congestion_map.png
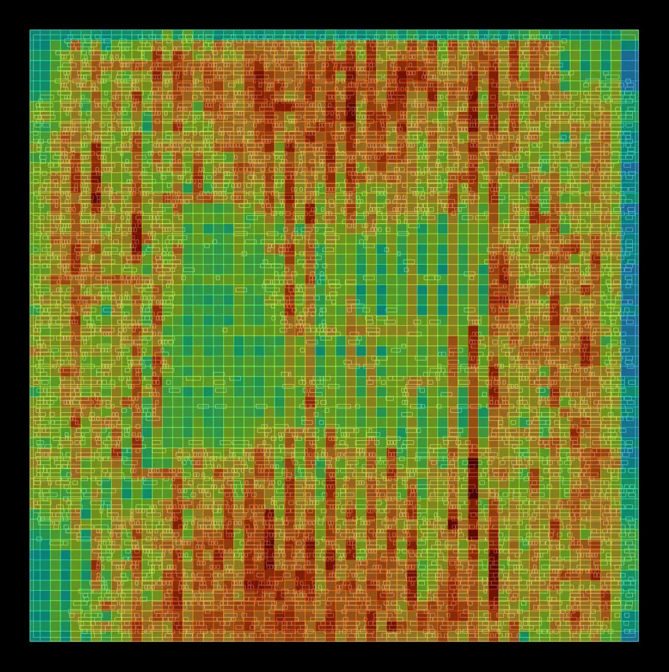
m1.png
Scale bar: 100 um.
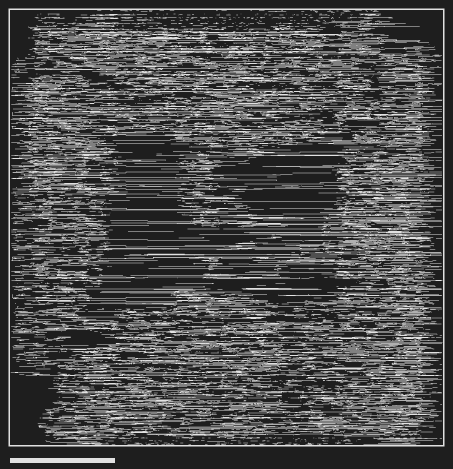
util_map.png
Scale bar: 100 um. The die is cut into 21 by 21 equal tiles; black is low, pale yellow is high, 0 to 100% covered.
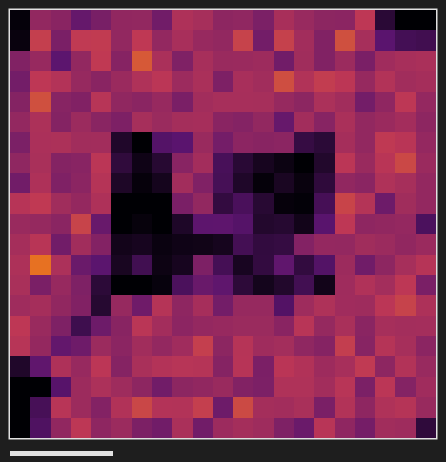
m2.png
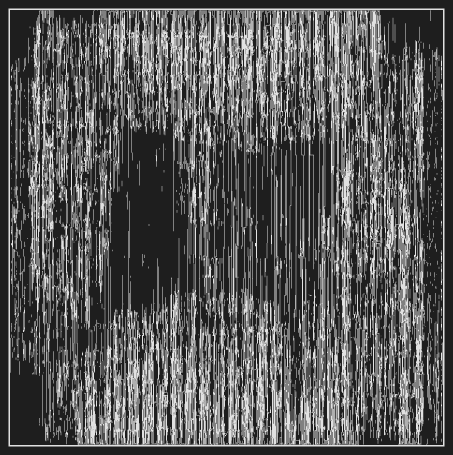
File: config.mk
export PLATFORM = sky130hd
export DESIGN_NAME = regfile_write_bank
export DESIGN_NICKNAME = d
export VERILOG_FILES = /design/src/rtl/regfile_write_bank.sv
export SDC_FILE = /design/constraint.sdc
export NUM_CORES = 2
export LEC_CHECK = 0
export CORE_AREA = 2 2 410 412
export DETAILED_ROUTE_END_ITERATION = 8
export DIE_AREA = 0 0 412 414
export GPL_ROUTABILITY_DRIVEN = 0
export PLACE_DENSITY_LB_ADDON = 0.08
export SETUP_SLACK_MARGIN = 0.1
export SYNTH_ARGS = -nofsm -noshare
export SYNTH_HDL_FRONTEND = slang
export SYNTH_SLANG_ARGS = --single-unit
File: constraint.sdc
create_clock -name clk -period 2.7 [get_ports clk]
set_clock_uncertainty 0.15 [all_clocks]
set_input_delay 0.675 -clock clk [delete_from_list [all_inputs] [get_ports clk]]
set_output_delay 0.675 -clock clk [all_outputs]
set_load 0.02 [all_outputs]
File: src/rtl/regfile_write_bank.sv
// 32-entry register bank: one-hot decoded single write port, parallel q00..q31
// outputs, and a one-register-per-cycle bulk-clear engine with valid/ready handshake.
module regfile_write_bank #(
  parameter int N        = 32,
  parameter int ZERO_REG = 1
) (
  input  logic         clk,
  input  logic         rst_n,
  input  logic         wr_valid,
  output logic         wr_ready,
  input  logic [4:0]   wr_addr,
  input  logic [N-1:0] wr_data,
  input  logic         clear_req,
  output logic         busy,
  output logic [N-1:0] q00,
  output logic [N-1:0] q01,
  output logic [N-1:0] q02,
  output logic [N-1:0] q03,
  output logic [N-1:0] q04,
  output logic [N-1:0] q05,
  output logic [N-1:0] q06,
  output logic [N-1:0] q07,
  output logic [N-1:0] q08,
  output logic [N-1:0] q09,
  output logic [N-1:0] q10,
  output logic [N-1:0] q11,
  output logic [N-1:0] q12,
  output logic [N-1:0] q13,
  output logic [N-1:0] q14,
  output logic [N-1:0] q15,
  output logic [N-1:0] q16,
  output logic [N-1:0] q17,
  output logic [N-1:0] q18,
  output logic [N-1:0] q19,
  output logic [N-1:0] q20,
  output logic [N-1:0] q21,
  output logic [N-1:0] q22,
  output logic [N-1:0] q23,
  output logic [N-1:0] q24,
  output logic [N-1:0] q25,
  output logic [N-1:0] q26,
  output logic [N-1:0] q27,
  output logic [N-1:0] q28,
  output logic [N-1:0] q29,
  output logic [N-1:0] q30,
  output logic [N-1:0] q31
);

  localparam logic [0:0] S_IDLE  = 1'b0;
  localparam logic [0:0] S_CLEAR = 1'b1;

  logic [0:0]   state;
  logic [4:0]   clr_cnt;
  logic         wr_fire;
  logic         wr_keep;
  logic [31:0]  wr_en;
  logic [31:0]  clr_en;
  logic [N-1:0] regs [32];

  // clear_req wins over a same-cycle write; the source keeps wr_valid up.
  assign wr_ready = (state == S_IDLE) && !clear_req;
  assign busy     = (state == S_CLEAR);
  assign wr_fire  = wr_valid && wr_ready;
  // A write to the hardwired zero register still handshakes but enables nothing.
  assign wr_keep  = !((ZERO_REG != 0) && (wr_addr == 5'd0));

  always_comb begin
    wr_en  = '0;
    clr_en = '0;
    for (int unsigned i = 0; i < 32; i++) begin
      wr_en[i]  = wr_fire && wr_keep && (wr_addr == 5'(i));
      clr_en[i] = busy && (clr_cnt == 5'(i));
    end
  end

  always_ff @(posedge clk or negedge rst_n) begin
    if (!rst_n) begin
      state   <= S_IDLE;
      clr_cnt <= '0;
    end else begin
      case (state)
        S_IDLE: begin
          clr_cnt <= '0;
          if (clear_req) state <= S_CLEAR;
        end
        S_CLEAR: begin
          clr_cnt <= clr_cnt + 5'd1;
          if (clr_cnt == 5'd31) state <= S_IDLE;
        end
        default: begin
          state   <= S_IDLE;
          clr_cnt <= '0;
        end
      endcase
    end
  end

  for (genvar g = 0; g < 32; g++) begin : g_reg
    always_ff @(posedge clk or negedge rst_n) begin
      if (!rst_n)
        regs[g] <= '0;
      else if (clr_en[g])
        regs[g] <= '0;
      else if (wr_en[g])
        regs[g] <= wr_data;
    end
  end

  assign q00 = regs[0];
  assign q01 = regs[1];
  assign q02 = regs[2];
  assign q03 = regs[3];
  assign q04 = regs[4];
  assign q05 = regs[5];
  assign q06 = regs[6];
  assign q07 = regs[7];
  assign q08 = regs[8];
  assign q09 = regs[9];
  assign q10 = regs[10];
  assign q11 = regs[11];
  assign q12 = regs[12];
  assign q13 = regs[13];
  assign q14 = regs[14];
  assign q15 = regs[15];
  assign q16 = regs[16];
  assign q17 = regs[17];
  assign q18 = regs[18];
  assign q19 = regs[19];
  assign q20 = regs[20];
  assign q21 = regs[21];
  assign q22 = regs[22];
  assign q23 = regs[23];
  assign q24 = regs[24];
  assign q25 = regs[25];
  assign q26 = regs[26];
  assign q27 = regs[27];
  assign q28 = regs[28];
  assign q29 = regs[29];
  assign q30 = regs[30];
  assign q31 = regs[31];

  a_wr_onehot: assert property (@(posedge clk) disable iff (!rst_n) $onehot0(wr_en));
  a_clr_onehot: assert property (@(posedge clk) disable iff (!rst_n) $onehot0(clr_en));
  a_no_overlap: assert property (@(posedge clk) disable iff (!rst_n) (wr_en & clr_en) == '0);
  a_zero_reg: assert property (@(posedge clk) disable iff (!rst_n)
                               (ZERO_REG == 0) || (regs[0] == '0));

endmodule

==> qor.log <==
qor: clocking.post-cts-setup-buffer-count 0
qor: timing.setup_viol 0
qor: critical_path.crit_path_class reg -> out
qor: grt.grt_use_met2 43.5%
qor: routing.vias 39000
qor: finish.n_antenna_cell 7
qor: power.combinational_logic_power 6450 uW
qor: timing.timing.final.ws_setup 0.108 ns
qor: timing.rsz0062_at_grt true
qor: clocking.clkSinkCount 1030
qor: critical_path.critical_path_arrival 1.77 ns
qor: logic_synthesis.post_synth_inst_count 3998
qor: finish.layout-drive-gt1-share 11.4%
qor: power.dominant_power_group clock
qor: grt.gr-usage-met3 6.48%
qor: finish.clock_buffers 186
qor: finish.bufAreaShareNonClock 23.6%
qor: timing.tightestPinTransition 0.788 ns
qor: timing.final.min_clock_period 2.59 ns
qor: critical_path.worst_path_dominant_cell_family flip-flops
qor: clocking.cts-htree-levels 4
qor: logic_synthesis.synth.yosys.chip_area 42200 um^2
qor: logic_synthesis.post_synth_tally_of_flip_flops_with_integrated_enable 0
qor: logic_synthesis.post_synth_xor_area_fraction 0.0415%
qor: power.internal-power 28300 uW
qor: logic_synthesis.topCellsByArea dfrtp_1, a21oi_1, a22o_1
qor: clocking.clk-insertion-delay-late 0.77 ns
qor: routing.met2RoutedLength 113 mm
qor: floorplan.die_outline_area 171000 um^2
qor: finish.clkCellAreaFrac 7.05%
qor: logic_synthesis.synth_area 42200 um^2
qor: power.power.switching_fraction 30.6%
qor: finish.synthToLayoutAreaGrowth 46.6%
qor: clocking.post_cts_resized 602
qor: routing.highest_layer met5
qor: clocking.cts-buffers-inserted 131
qor: logic_synthesis.top_cell dfrtp_1
qor: floorplan.placementRows 150
qor: finish.number_of_logic_gates 2425
qor: timing.finalClockPeriodUsage 96.0%
qor: logic_synthesis.synth_compound_gate_area_share 22.7%
qor: run.max-cap-violations 0
qor: routing.route.detailed.drc 0
qor: grt.grt_pass1_vias 37700
qor: logic_synthesis.post_synth_fa_ha_maj_area_fraction 0.178%
qor: finish.nonClockBufferCount 1329
qor: critical_path.crit_path_max_incr_delay 0.48 ns
qor: logic_synthesis.tally_of_yosys_warning_messages 0
qor: finish.finalInstanceArea 61900 um^2
qor: power.seq-power 16500 uW
qor: clocking.clk_transition_reported_paths 0.06 ns
qor: logic_synthesis.yosys.cell_types.count 45
qor: power.power_frac_clock 43.7%
qor: placed_design.port-buffer-count 1066
qor: floorplan.floorplan.tapcells 2204
qor: power.power_density 660 nW/um^2
qor: run_status.outcome finished clean
qor: clocking.clock_tree_from_tritoncts done
qor: timing.fmax 386 MHz
qor: logic_synthesis.cell_type_contributing_the_most_total_cell_area_after_synthesis dfrtp_1
qor: clocking.ctsRootBufferMaster clkbuf_16
qor: placed_design.hpwlAfterDp 152 mm
qor: finish.layout_top_cells dfrtp_1, a21oi_1, o21ai_0, dlygate4sd2_1, nand3_1
qor: hold_path.holdCritPathClass in -> reg
qor: logic_synthesis.synth.area.mux_share 0%
qor: logic_synthesis.ys.flop_type dfrtp_1
qor: grt.globalRouteOverflowTotal 0
qor: logic_synthesis.synth.top_cells.by_count dfrtp_1, a21oi_1, o21ai_0, nand3_1, clkbuf_1
qor: finish.inverter_count 3
qor: finish.biggestCellCategory flip-flops and latches
-- congestion_map.png (at the start) --
met1 usage in global routing: 35.4%
peak-usage layer in the global routing report: met2

-- m1.png (at the start) --
nets with wire on the layer: 4483
wire length on this layer: 99.2 mm
longest straight run: 120 um
share of all routed wire: 41%

-- util_map.png (at the start) --
fullest tile: 67%
mean over tiles: 35%
nearly empty tiles: 4.8%
Floorplan Core Area: 166000 um^2
utilization of the core after routing: 37.2%
floorplan-stage core utilization: 25.4%

-- m2.png (at the start) --
wire length on this layer: 113 mm
nets with wire on the layer: 3947
main direction: vertical
share of all routed wire: 47%

path summary, 6_finish.rpt:
path                            slack, ns                  end  depth (start not counted)                 from
worst max-delay path                 0.11             wr_ready                          2       busy$_DFF_PN0_
worst min-delay path                 0.25  q27[16]$_DFFE_PN0P_                          3          wr_data[16]
worst max register to register       0.42  q28[15]$_DFFE_PN0P_                          7       busy$_DFF_PN0_
worst min register to register       0.33  q00[25]$_DFFE_PN0P_                          1  q00[25]$_DFFE_PN0P_
max in group asynchronous            1.14   q13[8]$_DFFE_PN0P_                          3                rst_n
min in group asynchronous            0.27  q12[19]$_DFFE_PN0P_                          2                rst_n
worst min-delay path, stage by stage:
cell and delay, ns:
buf_2 0.25, nand3_1 0.13, a21oi_1 0.06
Power is estimated from default activity; no workload was simulated.
